$ cat src/rtl/frame_ring_ctrl_pkg.sv
// Shared constants, FSM encoding and small helpers for the optical-flow frame ring.
package of_params;

  localparam int NUM_FRAMES   = 7;
  localparam int IMAGE_WIDTH  = 316;
  localparam int IMAGE_HEIGHT = 252;
  localparam int PIXEL_WIDTH  = 8;
  localparam int ADDR_WIDTH   = 17;
  localparam int SLOT_WIDTH   = 3;
  localparam int NUM_SLOTS    = NUM_FRAMES + 1;
  localparam int FRAME_PIXELS = IMAGE_WIDTH * IMAGE_HEIGHT;
  localparam int FILL_WIDTH   = $clog2(NUM_FRAMES + 1);
  localparam int ORDER_WIDTH  = SLOT_WIDTH * NUM_FRAMES;

  typedef enum logic [1:0] {
    IDLE    = 2'd0,
    CAPTURE = 2'd1,
    PENDING = 2'd2
  } state_e;

  // One-hot BRAM write enable for a slot index.
  function automatic logic [NUM_SLOTS-1:0] slot_onehot(input logic [SLOT_WIDTH-1:0] slot);
    logic [NUM_SLOTS-1:0] oh;
    oh       = '0;
    oh[slot] = 1'b1;
    return oh;
  endfunction

  // Power-up read order: field i holds slot i, leaving slot NUM_FRAMES as the free write slot.
  function automatic logic [ORDER_WIDTH-1:0] init_order();
    logic [ORDER_WIDTH-1:0] o;
    o = '0;
    for (int i = 0; i < NUM_FRAMES; i++) begin
      o[i*SLOT_WIDTH +: SLOT_WIDTH] = SLOT_WIDTH'(i);
    end
    return o;
  endfunction

endpackage

$ cat src/rtl/frame_ring_ctrl_capture_addr_gen.sv
// Linear pixel address generator for frame capture. The address of the pixel being
// accepted is combinational (0 when in_sof restarts the frame), and the counter holds
// the address the next non-sof pixel will use. last_o flags the final pixel of a frame.
module capture_addr_gen #(
  parameter int ADDR_WIDTH   = 17,
  parameter int FRAME_PIXELS = 79632
) (
  input  logic                  clk,
  input  logic                  rst,
  input  logic                  accept_i,
  input  logic                  sof_i,
  output logic [ADDR_WIDTH-1:0] addr_o,
  output logic                  last_o
);

  localparam logic [ADDR_WIDTH-1:0] LAST_ADDR = ADDR_WIDTH'(FRAME_PIXELS - 1);

  logic [ADDR_WIDTH-1:0] count_q, count_d;

  // Current pixel address, last-pixel detect and next counter value; only accepted pixels advance.
  always_comb begin
    addr_o  = sof_i ? '0 : count_q;
    last_o  = accept_i && (addr_o == LAST_ADDR);
    count_d = count_q;
    if (accept_i) begin
      count_d = addr_o + ADDR_WIDTH'(1);
    end
  end

  // Pixel counter register.
  always_ff @(posedge clk or posedge rst) begin
    if (rst) begin
      count_q <= '0;
    end else begin
      count_q <= count_d;
    end
  end

endmodule

$ cat src/rtl/frame_ring_ctrl.sv
// Frame ring sequencer: captures live video into the single free BRAM slot and, once a
// frame is complete, commits it as the newest entry at the next display vsync fall so
// the NUM_FRAMES slots being read by optical-flow calc never change mid-frame.
//
// Input handshake: in_valid is a one-way strobe with no back-pressure (there is no ready).
// A pixel is consumed on a rising PixelClk edge where in_valid=1 and the FSM is in CAPTURE,
// or in IDLE with in_sof=1. In PENDING every pixel is dropped on the floor.
module frame_ring_ctrl
  import of_params::NUM_FRAMES, of_params::PIXEL_WIDTH, of_params::ADDR_WIDTH,
         of_params::SLOT_WIDTH, of_params::NUM_SLOTS, of_params::FILL_WIDTH,
         of_params::ORDER_WIDTH, of_params::state_e, of_params::IDLE,
         of_params::CAPTURE, of_params::PENDING, of_params::slot_onehot,
         of_params::init_order;
#(
  parameter int IMAGE_WIDTH  = of_params::IMAGE_WIDTH,
  parameter int IMAGE_HEIGHT = of_params::IMAGE_HEIGHT
) (
  input  logic                   PixelClk,
  input  logic                   rst,
  input  logic                   in_sof,
  input  logic                   in_valid,
  input  logic [PIXEL_WIDTH-1:0] in_pixel,
  input  logic                   disp_vsync,
  output logic [NUM_SLOTS-1:0]   wr_en,
  output logic [ADDR_WIDTH-1:0]  wr_addr,
  output logic [PIXEL_WIDTH-1:0] wr_data,
  output logic [ORDER_WIDTH-1:0] rd_order,
  output logic                   of_enable,
  output logic                   frame_drop,
  output logic                   short_frame,
  output logic [1:0]             dbg_state,
  output logic [SLOT_WIDTH-1:0]  dbg_wr_slot,
  output logic [FILL_WIDTH-1:0]  dbg_filled
);

  localparam int                    FRAME_PIXELS = IMAGE_WIDTH * IMAGE_HEIGHT;
  localparam logic [FILL_WIDTH-1:0] FILL_MAX     = FILL_WIDTH'(NUM_FRAMES);
  localparam logic [SLOT_WIDTH-1:0] FREE_SLOT    = SLOT_WIDTH'(NUM_FRAMES);

  state_e                 state_q, state_d;
  logic                   vsync_q;
  logic [SLOT_WIDTH-1:0]  wr_slot_q, wr_slot_d;
  logic [ORDER_WIDTH-1:0] rd_order_q, rd_order_d;
  logic [FILL_WIDTH-1:0]  filled_q, filled_d;
  logic                   of_enable_q, of_enable_d;
  logic                   frame_drop_q, frame_drop_d;
  logic                   short_frame_q, short_frame_d;
  logic [NUM_SLOTS-1:0]   wr_en_q, wr_en_d;
  logic [ADDR_WIDTH-1:0]  wr_addr_q, wr_addr_d;
  logic [PIXEL_WIDTH-1:0] wr_data_q, wr_data_d;

  logic                   accept;
  logic                   commit;
  logic                   pix_last;
  logic [ADDR_WIDTH-1:0]  pix_addr;

  // Pixel acceptance and vsync-fall commit decode shared by the FSM and the datapath.
  always_comb begin
    accept = in_valid && (((state_q == IDLE) && in_sof) || (state_q == CAPTURE));
    commit = (state_q == PENDING) && !disp_vsync && vsync_q;
  end

  capture_addr_gen #(
    .ADDR_WIDTH  (ADDR_WIDTH),
    .FRAME_PIXELS(FRAME_PIXELS)
  ) u_addr_gen (
    .clk     (PixelClk),
    .rst     (rst),
    .accept_i(accept),
    .sof_i   (in_sof),
    .addr_o  (pix_addr),
    .last_o  (pix_last)
  );

  // FSM state register.
  always_ff @(posedge PixelClk or posedge rst) begin
    if (rst) begin
      state_q <= IDLE;
    end else begin
      state_q <= state_d;
    end
  end

  // FSM next state: a frame starts on sof, ends on its last pixel, and waits for vsync to commit.
  always_comb begin
    state_d = state_q;
    case (state_q)
      IDLE:    if (accept) state_d = pix_last ? PENDING : CAPTURE;
      CAPTURE: if (pix_last) state_d = PENDING;
      PENDING: if (commit) state_d = IDLE;
      default: state_d = IDLE;
    endcase
  end

  // FSM outputs: BRAM write port, ring rotation on commit, and sticky error flags.
  always_comb begin
    wr_en_d       = '0;
    wr_addr_d     = wr_addr_q;
    wr_data_d     = wr_data_q;
    rd_order_d    = rd_order_q;
    wr_slot_d     = wr_slot_q;
    filled_d      = filled_q;
    short_frame_d = short_frame_q | ((state_q == CAPTURE) && in_valid && in_sof);
    frame_drop_d  = frame_drop_q | ((state_q == PENDING) && in_sof);

    if (accept) begin
      wr_en_d   = slot_onehot(wr_slot_q);
      wr_addr_d = pix_addr;
      wr_data_d = in_pixel;
    end

    // The newest frame enters field 0; the oldest field falls out and becomes the next free slot.
    if (commit) begin
      rd_order_d = {rd_order_q[ORDER_WIDTH-SLOT_WIDTH-1:0], wr_slot_q};
      wr_slot_d  = rd_order_q[ORDER_WIDTH-1 -: SLOT_WIDTH];
      filled_d   = (filled_q == FILL_MAX) ? filled_q : filled_q + FILL_WIDTH'(1);
    end

    of_enable_d = (filled_d == FILL_MAX);
  end

  // Datapath and ring registers; reset discards any partially captured frame.
  always_ff @(posedge PixelClk or posedge rst) begin
    if (rst) begin
      vsync_q       <= 1'b1;
      wr_en_q       <= '0;
      wr_addr_q     <= '0;
      wr_data_q     <= '0;
      rd_order_q    <= init_order();
      wr_slot_q     <= FREE_SLOT;
      filled_q      <= '0;
      of_enable_q   <= 1'b0;
      frame_drop_q  <= 1'b0;
      short_frame_q <= 1'b0;
    end else begin
      vsync_q       <= disp_vsync;
      wr_en_q       <= wr_en_d;
      wr_addr_q     <= wr_addr_d;
      wr_data_q     <= wr_data_d;
      rd_order_q    <= rd_order_d;
      wr_slot_q     <= wr_slot_d;
      filled_q      <= filled_d;
      of_enable_q   <= of_enable_d;
      frame_drop_q  <= frame_drop_d;
      short_frame_q <= short_frame_d;
    end
  end

  assign wr_en       = wr_en_q;
  assign wr_addr     = wr_addr_q;
  assign wr_data     = wr_data_q;
  assign rd_order    = rd_order_q;
  assign of_enable   = of_enable_q;
  assign frame_drop  = frame_drop_q;
  assign short_frame = short_frame_q;
  assign dbg_state   = state_q;
  assign dbg_wr_slot = wr_slot_q;
  assign dbg_filled  = filled_q;

endmodule

$ cat config.mk
export PLATFORM = sky130hd
export DESIGN_NAME = frame_ring_ctrl
export DESIGN_NICKNAME = d
export VERILOG_FILES = /design/src/rtl/frame_ring_ctrl_pkg.sv /design/src/rtl/frame_ring_ctrl_capture_addr_gen.sv /design/src/rtl/frame_ring_ctrl.sv
export SDC_FILE = /design/constraint.sdc
export NUM_CORES = 1
export LEC_CHECK = 0
export CAP_MARGIN = 20
export CORE_AREA = 2 2 115 117
export DETAILED_ROUTE_END_ITERATION = 8
export DIE_AREA = 0 0 117 119
export GPL_ROUTABILITY_DRIVEN = 1
export PLACE_DENSITY = 0.63
export SLEW_MARGIN = 20
export SYNTH_ARGS = -nofsm -noshare
export SYNTH_HDL_FRONTEND = slang
export SYNTH_SLANG_ARGS = --single-unit
$ cat constraint.sdc
create_clock -name PixelClk -period 2.3 [get_ports PixelClk]
set_clock_uncertainty 0.15 [all_clocks]
set_input_delay 0.23 -clock PixelClk [delete_from_list [all_inputs] [get_ports PixelClk]]
set_output_delay 0.23 -clock PixelClk [all_outputs]
set_load 0.1 [all_outputs]
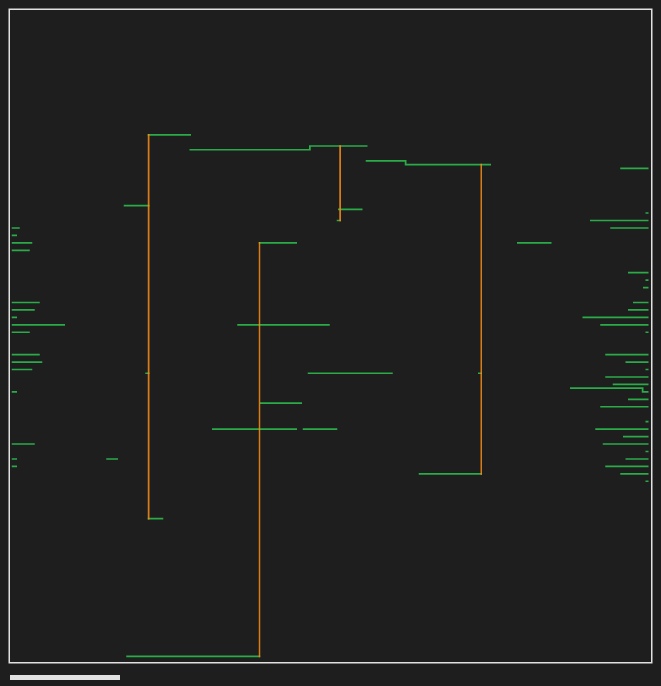
(signal wires by layer)
The bar under the picture is 20 um long. Only two layers are drawn.
Orange is M4, wire length 216 um. Green is M3, wire length 379 um.

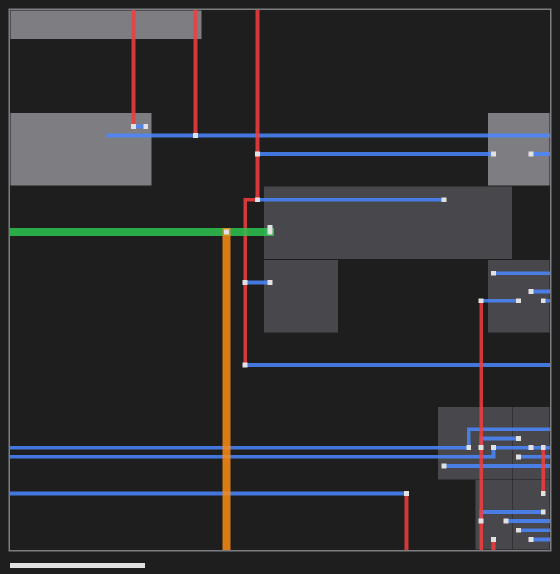
(zoomed window)
The bar under the picture is 5 um long. Region (78, 79) to (98, 99) um. Cells in gray, sequential cells in the stronger gray; small squares are vias.
Red is M2. Blue is M1. Green is M3. Orange is M4.
Netlist names of flops here include `dbg_filled` (1). Most frequent: nor3b_1 (2). Sequential cells in the window: 1. 8 logic cells have their middle in the window.

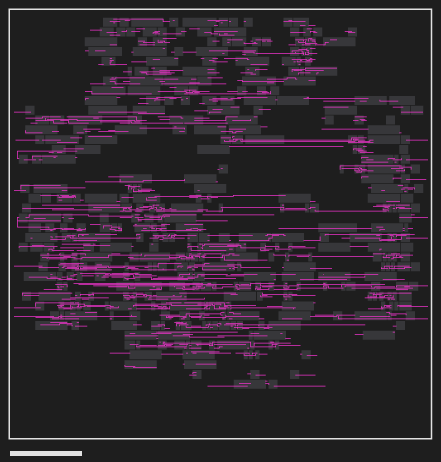
(met1 routing)
The bar under the picture is 20 um long.
The layer holds 48% of the routed length. The longest straight run is 42.8 um. The wires run mostly horizontal.

==> changes_impl.md <==
## Flow update

* Fin crit share at 84.93%
* Grt total ovfl at 0
* Synthesis-to-finish area growth at 33.15%
* Final ANT Viol Nets at 0
* Critical Path AT at 2010 ps
* Post-CTS Resized at 0
* Clock Sinks at 83
* Number of H-tree levels at 3
* Clock buffer count from CTS at 9
* Syn_area_per_cell at 11.55 um^2
* Top cells by count: nand2_1 (73), dfrtp_1 (70), mux2_2 (25)
* Finished Cell Area at 4800 um^2
* Total Wirelength at 8065 um
* Tool warning count at 26
* Via count at 2601
* Final layout net count at 409
* Sw power at 0.8684 mW
* HPWL Detailed at 5586 um
* Pre-CTS WS at 50.98 ps
* Setup violators final at 0
* Top cells by area, synth: dfrtp_1 (49%), dfstp_2 (9.5%), mux2_2 (7.8%), nand2_1 (7.6%), nand3_1 (2.5%)
* CTS tree: yes
* Drt drc at 0
* Die area at 13920 um^2
* Wire per inst at 14.03 um
* Overall power at 3.512 mW
* Distinct cells, synth at 49
* Nature of the critical path endpoint: flop
* Rows at 42
* Syn nets at 327
* Slew of the pin with the lowest slew margin at 428.5 ps
* Setup CP Type: flop to flop
* Clock power frac at 46.7%
* Clk Latency, worst-skew pair at 340 ps
* Hold_ws at 185.1 ps
* Syn. warnings at 0
* Max transition margin at 71.43%
* Slew Viols, Final at 0
* Cell Count, Final, Fillers Out at 575
* Die Height at 119 um
* Logic area at 1400 um^2
* Post-synth seq share at 58.07%
* Total internal power at 2.644 mW
* Core area at 12870 um^2
* Drt pass-1 iters at 4
* Comb pwr share at 10.0%
* Registers, synthesis at 83
* Setup_tns at 0 ps
* Seq pwr share at 43.3%
* Reg clk slew, reported paths at 60 ps
* Top Ports at 78
* Dominant flop cell: dfrtp_1
* Fin worst setup slack at 346.5 ps
* Initial antenna violation count at 0
* Gr usage total at 12.61%
* Placed cells at 559
* Vias per inst at 4.523
* Worst min path class: input port to flop
* Filler Cells Inserted at 1280
* EDFF count, synth at 0
* Post-synth ARST share at 100.0%
* Global-route wire length before repair at 13290 um
* Worst-path fanout max at 5
* LEAKAGE at 2.285 nW
* Dominant cell area share at 48.59%
* Synth area leader: dfrtp_1
* Mapped Area at 3605 um^2
* Clock Tree Root: clkbuf_16
* Floorplan core density at 28.00%
* FF/Latch Area at 2093 um^2
* Setup Fix Bufs, Post-CTS at 0
* RePlAce Congestion at 0.8475
* Drt first-iter violations at 151
* Dpl cell area at 4457 um^2
* Startpoint Class: flop
* Hold Fails Final Rpt at 0
* Vias in the first global route at 2533
* CTS Hold Bufs at 0
* VDD IR max at 0.2994 mV
* RSZ-0062 raised after global routing: no
* N_diodes at 0
* Period minus WS final at 1953 ps
* Maxcap violations at 0
* Most numerous cell in the Yosys netlist: nand2_1
* Yosys cell count at 312
* Die x size at 117 um
* Bufs on Longest Clock Path at 2
* Final core occ at 37.28%
* Port bufs at 77
* Power per cell area at 731.7 nW/um^2
* Ratio of cells with drive above 1 in the final layout at 35.84%
* Cell count after synthesis at 312
* Crit path required time at 2360 ps
* Outcome: complete, no violations
* Largest net degree at the start of global routing at 84
* Yosys chip area at 3605 um^2
* Switching Share at 24.73%
* Fmax at 511.9 MHz
metal layers:
| layer | routed length [um] | track usage, % | vias up |
|---|---|---|---|
| met5 | 0 | 0 | - |
| met4 | 215 | 7.059 | 0 |
| met3 | 379 | 2.545 | 11 |
| met2 | 3632 | 17.96 | 74 |
| met1 | 3837 | 17.73 | 1264 |
| li1 | - | - | 1252 |
power by group through the flow:
stage,clock [mW],sequential [mW],combinational (mW)
after global routing,1.77,1.52,0.381
after CTS,1.70,1.52,0.358
after detailed placement,0,1.54,0.357
after floorplan,0,1.69,0.103
final,1.64,1.52,0.352
after global placement,0,1.54,0.354
sequential cells by signal (all words and copies together), names as in the netlist:
signal	count
vsync_q	1
u_addr_gen.count_q	17
wr_data	8
wr_en	8
wr_addr	17
dbg_wr_slot	3
short_frame	1
frame_drop	1
of_enable	1
dbg_state	2
dbg_filled	3
rd_order	21
final cells by class:
class | instances | area share [%]
clock buffer | 10 | 4.771
clock inverter | 6 | 2.372
inverter | 3 | 0.3128
multi-input combinational | 209 | 29.17
sequential | 83 | 43.61
tap | 176 | 4.588
timing repair buffer | 88 | 15.17
cell usage in the layout, fill, tap and decap left out, types with 3 or more instances in the layout:
master and n:
clkdlybuf4s50_1 12, a21o_1 3, buf_12 3, a21oi_1 8
a22o_1 3, nor2b_1 7, bufinv_16 3, nor2_1 7
xnor2_1 3, mux2_2 25, xor2_1 7, nor4b_1 3
nand2_1 73, clkbuf_16 9, buf_4 73, dfstp_2 13
clkinvlp_4 3, nand3_1 18, o21ai_0 11, dfrtp_1 70
nor3_1 3
critical path, stage by stage (launching register included):
cell and delay, ps:
dfrtp_1 420, nor2b_1 200, ha_1 230, and3_2 260, nand4_4 130, o311ai_1 300
o41ai_1 120
kinds of logic after synthesis:
family          synth area share (%)
flops                          58.07
fa+ha+maj                     0.6941
compound gates                 6.352
buf+inv                        3.089
mux                            8.087
simple gates                   21.28
xor+xnor                       2.430
final timing paths:
kind                                             from  cells after the start  slack [ps]                endpoint
worst max-delay path            u_addr_gen.count_q[1]                      6         350  u_addr_gen.count_q[10]
worst min-delay path                       disp_vsync                      1         190                 vsync_q
worst max register to register  u_addr_gen.count_q[1]                      6         350  u_addr_gen.count_q[10]
worst min register to register             wr_addr[9]                      2         320              wr_addr[9]
max in group asynchronous                         rst                      3        1430                 vsync_q
min in group asynchronous                         rst                      3         220                wr_en[6]
No activity file was given, so power comes from the tool's default toggle rates.
